--- config.mk ---
export PLATFORM = sky130hd
export DESIGN_NAME = vec_mul_job_ctrl_flat
export DESIGN_NICKNAME = d
export VERILOG_FILES = /design/src/rtl/vec_mul_job_ctrl_pkg.sv /design/src/rtl/vec_mul_job_ctrl_if.sv /design/src/rtl/vec_mul_job_ctrl_valid_delay_line.sv /design/src/rtl/vec_mul_job_ctrl.sv /design/src/flat_wrapper.sv
export SDC_FILE = /design/constraint.sdc
export NUM_CORES = 1
export LEC_CHECK = 0
export CAP_MARGIN = 25
export CORE_MARGIN = 1
export CORE_UTILIZATION = 55
export DETAILED_ROUTE_END_ITERATION = 10
export PLACE_DENSITY = 0.78
export RECOVER_POWER = 100
export SYNTH_ARGS = -nofsm -noshare
export SYNTH_HDL_FRONTEND = slang
export SYNTH_SLANG_ARGS = --single-unit
export TNS_END_PERCENT = 5
--- constraint.sdc ---
create_clock -name clk -period 7.1 [get_ports clk]
set_input_delay 1.42 -clock clk [delete_from_list [all_inputs] [get_ports clk]]
set_output_delay 1.42 -clock clk [all_outputs]
set_load 0.01 [all_outputs]
--- src/rtl/vec_mul_job_ctrl_pkg.sv ---
// Shared definitions for the vector-multiplier job sequencer.
package vec_mul_pkg;

  // 3-bit state encodings for the job sequencer
  localparam logic [2:0] ST_IDLE_ENC   = 3'd0;
  localparam logic [2:0] ST_WADDR_ENC  = 3'd1;
  localparam logic [2:0] ST_WLOAD_ENC  = 3'd2;
  localparam logic [2:0] ST_STREAM_ENC = 3'd3;
  localparam logic [2:0] ST_DRAIN_ENC  = 3'd4;
  localparam logic [2:0] ST_DONE_ENC   = 3'd5;

  typedef enum logic [2:0] {
    S_IDLE   = ST_IDLE_ENC,
    S_WADDR  = ST_WADDR_ENC,
    S_WLOAD  = ST_WLOAD_ENC,
    S_STREAM = ST_STREAM_ENC,
    S_DRAIN  = ST_DRAIN_ENC,
    S_DONE   = ST_DONE_ENC
  } state_e;

  // Index/length width: one extra bit so a full 2^addr_w job length is representable
  function automatic int unsigned idx_width(input int unsigned addr_w);
    return addr_w + 1;
  endfunction

endpackage

--- src/rtl/vec_mul_job_ctrl_if.sv ---
// Host control and memory-side signals of the job sequencer.
interface vec_mul_job_ctrl_if #(
  parameter int unsigned ADDRESSSIZE   = 10,
  parameter int unsigned ADDRESSSIZE_W = 2
);

  logic                     start;
  logic [ADDRESSSIZE-1:0]   cfg_src_base;
  logic [ADDRESSSIZE-1:0]   cfg_dst_base;
  logic [ADDRESSSIZE:0]     cfg_len;
  logic [ADDRESSSIZE_W-1:0] cfg_wsel;

  logic                     busy;
  logic                     done;
  logic                     err;
  logic [ADDRESSSIZE-1:0]   ub_addr;
  logic                     ub_rd_en;
  logic [ADDRESSSIZE_W-1:0] w_addr;
  logic                     weight_reload;
  logic                     res_we;
  logic [ADDRESSSIZE-1:0]   res_addr;

  // Host side: issues jobs, observes status and memory strobes
  modport master (
    output start, cfg_src_base, cfg_dst_base, cfg_len, cfg_wsel,
    input  busy, done, err, ub_addr, ub_rd_en, w_addr, weight_reload, res_we, res_addr
  );

  // Sequencer side
  modport slave (
    input  start, cfg_src_base, cfg_dst_base, cfg_len, cfg_wsel,
    output busy, done, err, ub_addr, ub_rd_en, w_addr, weight_reload, res_we, res_addr
  );

endinterface

--- src/rtl/vec_mul_job_ctrl_valid_delay_line.sv ---
// Registered {valid, data} shift chain aligning result writes to array latency.
// Each stage's data only loads when a valid entry arrives, so the output data
// holds the last written address while valid is low.
module valid_delay_line #(
  parameter int unsigned DEPTH = 2,
  parameter int unsigned WIDTH = 10
) (
  input  logic             clk,
  input  logic             rstn,
  input  logic             valid_i,
  input  logic [WIDTH-1:0] data_i,
  output logic             valid_o,
  output logic [WIDTH-1:0] data_o,
  output logic             pending_o
);

  logic             vin     [DEPTH];
  logic [WIDTH-1:0] din     [DEPTH];
  logic             vld_q   [DEPTH];
  logic [WIDTH-1:0] dat_q   [DEPTH];
  logic [DEPTH-1:0] vld_vec;

  for (genvar k = 0; k < DEPTH; k++) begin : g_stage
    if (k == 0) begin : g_head
      assign vin[k] = valid_i;
      assign din[k] = data_i;
    end else begin : g_tail
      assign vin[k] = vld_q[k-1];
      assign din[k] = dat_q[k-1];
    end

    assign vld_vec[k] = vld_q[k];

    // Stage k: valid always shifts, data loads only with a valid entry
    always_ff @(posedge clk or negedge rstn) begin
      if (!rstn) begin
        vld_q[k] <= 1'b0;
        dat_q[k] <= '0;
      end else begin
        vld_q[k] <= vin[k];
        if (vin[k]) begin
          dat_q[k] <= din[k];
        end
      end
    end
  end

  // Pending = an entry still travelling toward the output stage
  if (DEPTH > 1) begin : g_pend
    assign pending_o = |vld_vec[DEPTH-2:0];
  end else begin : g_nopend
    assign pending_o = 1'b0;
  end

  assign valid_o = vld_q[DEPTH-1];
  assign data_o  = dat_q[DEPTH-1];

endmodule

--- src/rtl/vec_mul_job_ctrl.sv ---
// Job sequencer for the vector-multiplier datapath: weight tile reload,
// input vector streaming from the UB and latency-aligned result writes.
module vec_mul_job_ctrl
  import vec_mul_pkg::*;
#(
  parameter int unsigned ADDRESSSIZE   = 10,
  parameter int unsigned ADDRESSSIZE_W = 2,
  parameter int unsigned PIPE_LAT      = 1
) (
  input  logic              clk,
  input  logic              rstn,
  vec_mul_job_ctrl_if.slave bus
);

  localparam int unsigned     IDX_W   = idx_width(ADDRESSSIZE);
  localparam logic [IDX_W-1:0] LEN_MAX = IDX_W'(1) << ADDRESSSIZE;

  state_e                   state_q, state_d;
  logic [ADDRESSSIZE-1:0]   src_q, src_d;
  logic [ADDRESSSIZE-1:0]   dst_q, dst_d;
  logic [IDX_W-1:0]         len_q, len_d;
  logic [ADDRESSSIZE_W-1:0] wsel_q, wsel_d;
  logic [IDX_W-1:0]         cnt_q, cnt_d;

  logic                     busy_q, busy_d;
  logic                     done_q, done_d;
  logic                     err_q, err_d;
  logic [ADDRESSSIZE-1:0]   ub_addr_q, ub_addr_d;
  logic                     ub_rd_en_q, ub_rd_en_d;
  logic [ADDRESSSIZE_W-1:0] w_addr_q, w_addr_d;
  logic                     weight_reload_q, weight_reload_d;

  logic                     cfg_legal_c;
  logic [ADDRESSSIZE-1:0]   res_addr_in_c;
  logic                     dl_pending;
  logic                     dl_valid;
  logic [ADDRESSSIZE-1:0]   dl_addr;

  assign cfg_legal_c   = (bus.cfg_len != '0) && (bus.cfg_len <= LEN_MAX);
  // Result address travels with the vector currently on ub_addr
  assign res_addr_in_c = dst_q + cnt_q[ADDRESSSIZE-1:0];

  // Next state, latched job config and next output values
  always_comb begin
    state_d         = state_q;
    src_d           = src_q;
    dst_d           = dst_q;
    len_d           = len_q;
    wsel_d          = wsel_q;
    cnt_d           = cnt_q;
    err_d           = err_q;
    w_addr_d        = w_addr_q;
    ub_addr_d       = ub_addr_q;

    case (state_q)
      S_IDLE: begin
        if (bus.start) begin
          if (cfg_legal_c) begin
            src_d   = bus.cfg_src_base;
            dst_d   = bus.cfg_dst_base;
            len_d   = bus.cfg_len;
            wsel_d  = bus.cfg_wsel;
            err_d   = 1'b0;
            state_d = S_WADDR;
          end else begin
            err_d = 1'b1;
          end
        end
      end
      S_WADDR: state_d = S_WLOAD;
      S_WLOAD: begin
        cnt_d   = '0;
        state_d = S_STREAM;
      end
      S_STREAM: begin
        if (cnt_q == len_q - IDX_W'(1)) begin
          state_d = S_DRAIN;
        end else begin
          cnt_d = cnt_q + IDX_W'(1);
        end
      end
      S_DRAIN: begin
        if (!dl_pending) begin
          state_d = S_DONE;
        end
      end
      S_DONE:  state_d = S_IDLE;
      default: state_d = S_IDLE;
    endcase

    // A start while a job runs is flagged but otherwise ignored
    if (bus.start && (state_q != S_IDLE)) begin
      err_d = 1'b1;
    end

    busy_d          = (state_d != S_IDLE);
    done_d          = (state_d == S_DONE);
    weight_reload_d = (state_d == S_WLOAD);
    ub_rd_en_d      = (state_d == S_STREAM);

    if (state_d == S_WADDR) begin
      w_addr_d = wsel_d;
    end
    if (ub_rd_en_d) begin
      ub_addr_d = src_q + cnt_d[ADDRESSSIZE-1:0];
    end
  end

  // State, config and output registers
  always_ff @(posedge clk or negedge rstn) begin
    if (!rstn) begin
      state_q         <= S_IDLE;
      src_q           <= '0;
      dst_q           <= '0;
      len_q           <= '0;
      wsel_q          <= '0;
      cnt_q           <= '0;
      busy_q          <= 1'b0;
      done_q          <= 1'b0;
      err_q           <= 1'b0;
      ub_addr_q       <= '0;
      ub_rd_en_q      <= 1'b0;
      w_addr_q        <= '0;
      weight_reload_q <= 1'b0;
    end else begin
      state_q         <= state_d;
      src_q           <= src_d;
      dst_q           <= dst_d;
      len_q           <= len_d;
      wsel_q          <= wsel_d;
      cnt_q           <= cnt_d;
      busy_q          <= busy_d;
      done_q          <= done_d;
      err_q           <= err_d;
      ub_addr_q       <= ub_addr_d;
      ub_rd_en_q      <= ub_rd_en_d;
      w_addr_q        <= w_addr_d;
      weight_reload_q <= weight_reload_d;
    end
  end

  valid_delay_line #(
    .DEPTH (PIPE_LAT + 1),
    .WIDTH (ADDRESSSIZE)
  ) u_delay (
    .clk       (clk),
    .rstn      (rstn),
    .valid_i   (ub_rd_en_q),
    .data_i    (res_addr_in_c),
    .valid_o   (dl_valid),
    .data_o    (dl_addr),
    .pending_o (dl_pending)
  );

  assign bus.busy          = busy_q;
  assign bus.done          = done_q;
  assign bus.err           = err_q;
  assign bus.ub_addr       = ub_addr_q;
  assign bus.ub_rd_en      = ub_rd_en_q;
  assign bus.w_addr        = w_addr_q;
  assign bus.weight_reload = weight_reload_q;
  assign bus.res_we        = dl_valid;
  assign bus.res_addr      = dl_addr;

endmodule

--- src/flat_wrapper.sv ---
// flat-port wrapper written by rule: the top's interface ports become plain ports
module vec_mul_job_ctrl_flat import vec_mul_pkg::*;
#(
  parameter int unsigned ADDRESSSIZE   = 10,
  parameter int unsigned ADDRESSSIZE_W = 2,
  parameter int unsigned PIPE_LAT      = 1
)
  (clk, rstn, bus_start, bus_cfg_src_base, bus_cfg_dst_base, bus_cfg_len, bus_cfg_wsel, bus_busy, bus_done, bus_err, bus_ub_addr, bus_ub_rd_en, bus_w_addr, bus_weight_reload, bus_res_we, bus_res_addr);
  vec_mul_job_ctrl_if #(.ADDRESSSIZE(ADDRESSSIZE), .ADDRESSSIZE_W(ADDRESSSIZE_W)) bus_i ();
  input  logic clk;
  input  logic rstn;
  input wire logic [$bits(bus_i.start)-1:0] bus_start;
  input wire logic [$bits(bus_i.cfg_src_base)-1:0] bus_cfg_src_base;
  input wire logic [$bits(bus_i.cfg_dst_base)-1:0] bus_cfg_dst_base;
  input wire logic [$bits(bus_i.cfg_len)-1:0] bus_cfg_len;
  input wire logic [$bits(bus_i.cfg_wsel)-1:0] bus_cfg_wsel;
  output wire logic [$bits(bus_i.busy)-1:0] bus_busy;
  output wire logic [$bits(bus_i.done)-1:0] bus_done;
  output wire logic [$bits(bus_i.err)-1:0] bus_err;
  output wire logic [$bits(bus_i.ub_addr)-1:0] bus_ub_addr;
  output wire logic [$bits(bus_i.ub_rd_en)-1:0] bus_ub_rd_en;
  output wire logic [$bits(bus_i.w_addr)-1:0] bus_w_addr;
  output wire logic [$bits(bus_i.weight_reload)-1:0] bus_weight_reload;
  output wire logic [$bits(bus_i.res_we)-1:0] bus_res_we;
  output wire logic [$bits(bus_i.res_addr)-1:0] bus_res_addr;
  assign bus_i.start = bus_start;
  assign bus_i.cfg_src_base = bus_cfg_src_base;
  assign bus_i.cfg_dst_base = bus_cfg_dst_base;
  assign bus_i.cfg_len = bus_cfg_len;
  assign bus_i.cfg_wsel = bus_cfg_wsel;
  assign bus_busy = bus_i.busy;
  assign bus_done = bus_i.done;
  assign bus_err = bus_i.err;
  assign bus_ub_addr = bus_i.ub_addr;
  assign bus_ub_rd_en = bus_i.ub_rd_en;
  assign bus_w_addr = bus_i.w_addr;
  assign bus_weight_reload = bus_i.weight_reload;
  assign bus_res_we = bus_i.res_we;
  assign bus_res_addr = bus_i.res_addr;
  vec_mul_job_ctrl #(.ADDRESSSIZE(ADDRESSSIZE), .ADDRESSSIZE_W(ADDRESSSIZE_W), .PIPE_LAT(PIPE_LAT)) u_core (.clk(clk), .rstn(rstn), .bus(bus_i));
endmodule
Run 1, I/O pins on the die edge:
Pins as bars across the die edge, other pins in grey.
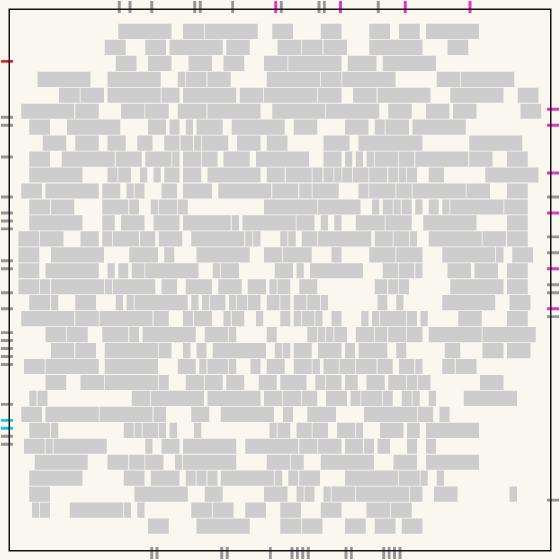
legend:
  magenta:
    port: bus_res_addr
    pins: 10
    direction: output
    edge: 6 east, 4 north
  cyan:
    port: bus_w_addr
    pins: 2
    direction: output
    edge: west
  red:
    port: clk
    pins: 1
    direction: input
    edge: west
all pins by edge: 22 west, 15 south, 14 north, 13 east

Run 1, cell outlines without signal wires:
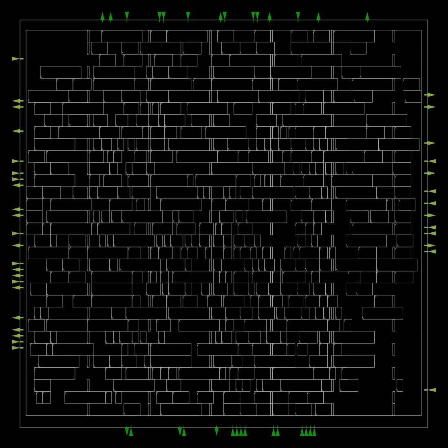
floorplan row count: 32
number of sequential cells: 84
Tapcells: 102
Finished Core Util: 0.678
layout filler cell count: 623

Run 1, metal 3:
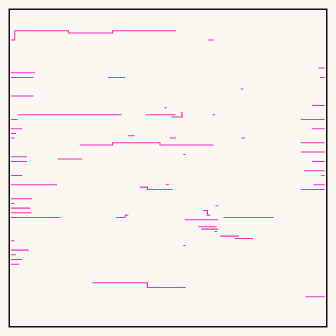
nets with wire on the layer: 49
main direction: horizontal
wire length on this layer: 391 microns
share of all routed wire: 4.4%

==> qor.csv, run 1 <==
metric;value;unit
layer carrying the most global-route usage;met2;
highest attainable clock frequency;171;MHz
maximum root-to-sink buffer count;2;
reported max-cap violation count;2;
max-slew headroom at the worst pin;-0.490;
biggest area contributors in the synthesized netlist;sky130_fd_sc_hd__dfrtp_1 47%, sky130_fd_sc_hd__mux2_2 12%, sky130_fd_sc_hd__ha_1 5.6%, sky130_fd_sc_hd__xnor2_1 4.5%, sky130_fd_sc_hd__o21ai_0 2.6%;
TritonCTS clock tree;done;
combinational share of cell area;0.404;
outcome;finished with violations;
routability-driven placement congestion ratio;0.844;
overall via count from detail_route;3172;
Post-CTS Setup Bufs;0;
minimum clock period after layout;5.83;ns
CP Launch Type;flop;
P_seq;749;uW
Top Ports;64;
violated checks;capacitance limit, slew limit;
distinct lib cells;49;
PnR Total Power;1880;uW
Critical Path Start;u_core.len_q[0];
worst reg2reg endpoint;u_core.bus.ub_addr[9];
total tool warning count;26;
number of cells on the worst hold path;2;
unrepaired setup endpoints after global routing;no;
clock slew at the register clock pins of the worst setup and hold paths;0.08;ns
cell leakage power;0.00232;uW
most frequent cells after synthesis;84 x sky130_fd_sc_hd__dfrtp_1, 49 x sky130_fd_sc_hd__mux2_2, 27 x sky130_fd_sc_hd__nand2_1;
summed area of non-filler cells in the final layout;5270;sq um
biggest registers after layout;u_core.cnt_q: 11 flops, u_core.len_q: 11 flops;
share of cell area taken by muxes after synthesis;0.132;
power group with the highest consumption;combinational cells;
global-route met1 utilization;0.303;
Synth Instances;410;
area-dominant cell class after layout;logic gates;
gr usage total;0.232;
number of buffer and inverter stages on the critical path;3;
met1 routed wirelength after detailed routing;4140;microns
switching power share of the total;0.357;
worst setup slack before clock tree synthesis;1.62;ns
buffer count excluding the clock tree in the final layout;66;
antenna violations before repair;0;
min-delay worst type;reg2reg;
minimum setup slack in the final design;1.27;ns
CP Cell Sequence;inv_1 > ha_1 > or3b_1 > o21a_1 > or4_1 > and3_2 > nor3_1 > clkbuf_1 > a21o_1 > inv_1 > o21ai_0 > ha_1 > a21o_1 > a21oi_1 > o21ai_0 > or4_1 > a31o_2 > a21oi_1 > xnor3_1 > mux2_1;
Chip Area;8470;sq um
Power Dens Cells;357;nW/um^2
portion of the clock cycle consumed by the worst path in the final layout;0.821;
count of pins over their slew limit;87;
final cell count without fillers;568;
--- run 2 (diff from run 1) ---
CORE_UTILIZATION = 49   (was 55)
PLACE_DENSITY = 0.74   (was 0.78)
clock period = 5.11 ns   (was 7.1 ns; I/O delays follow)
Run 2, cell outlines without signal wires:
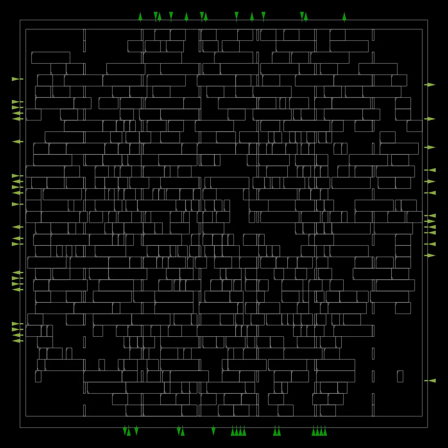
Tapcells: 108
final cell count without fillers: 578
sequential share of cell area: 0.392

==> qor.csv, run 2 <==
metric;value;unit;change
Chip Area;9490;sq um;+12%
violated checks;capacitance limit, slew limit;;
highest attainable clock frequency;205;MHz;+20%
global-route met1 utilization;0.267;;-0.0360
layer carrying the most global-route usage;met2;;
met3 track demand over resource;0.0410;;
biggest area contributors in the synthesized netlist;sky130_fd_sc_hd__dfrtp_1 47%, sky130_fd_sc_hd__mux2_2 12%, sky130_fd_sc_hd__ha_1 5.6%, sky130_fd_sc_hd__xnor2_1 4.5%, sky130_fd_sc_hd__o21ai_0 2.6%;;
Top Ports;64;;unchanged
portion of the clock cycle consumed by the worst path in the final layout;0.954;;+0.133
met1 routed wirelength after detailed routing;4140;microns;+0.14%
distinct lib cells;49;;unchanged
most frequent cells after synthesis;84 x sky130_fd_sc_hd__dfrtp_1, 49 x sky130_fd_sc_hd__mux2_2, 27 x sky130_fd_sc_hd__nand2_1;;
cell leakage power;0.00237;uW;+2.2%
width of the die;97.4;microns;
reported max-cap violation count;2;;unchanged
number of cells on the worst hold path;1;;-1
worst setup slack before clock tree synthesis;0.0296;ns;-1.59 ns
CP Cell Sequence;inv_1 > ha_1 > or3b_4 > o21a_1 > or4_4 > and3_2 > nor3_4 > buf_4 > nor3b_1 > xnor2_1 > nor2_1 > ha_1 > a21oi_1 > o21ai_0 > or4_1 > a31o_2 > a21oi_2 > xnor3_1 > mux2_4;;
PnR Total Power;2670;uW;+42%
antenna violations before repair;0;;unchanged
outcome;finished with violations;;
total tool warning count;26;;unchanged
routability-driven placement congestion ratio;0.844;;about the same
combinational share of cell area;0.402;;-0.00147
power group with the highest consumption;combinational cells;;
switching power share of the total;0.357;;about the same
area-dominant cell class after layout;logic gates;;
count of pins over their slew limit;87;;unchanged
minimum setup slack in the final design;0.235;ns;-1.03 ns
gr usage total;0.208;;-0.0243
biggest registers after layout;u_core.cnt_q: 11 flops, u_core.len_q: 11 flops;;
floorplan row count;34;;+6.3%
maximum root-to-sink buffer count;2;;unchanged
buffer count excluding the clock tree in the final layout;70;;+6.1%
CP Launch Type;flop;;
share of cell area taken by muxes after synthesis;0.132;;unchanged
summed area of non-filler cells in the final layout;5370;sq um;+1.9%
max-slew headroom at the worst pin;-0.400;;+0.0899
layout filler cell count;737;;+18%
number of buffer and inverter stages on the critical path;2;;-1
No activity file was given, so power comes from the tool's default toggle rates.
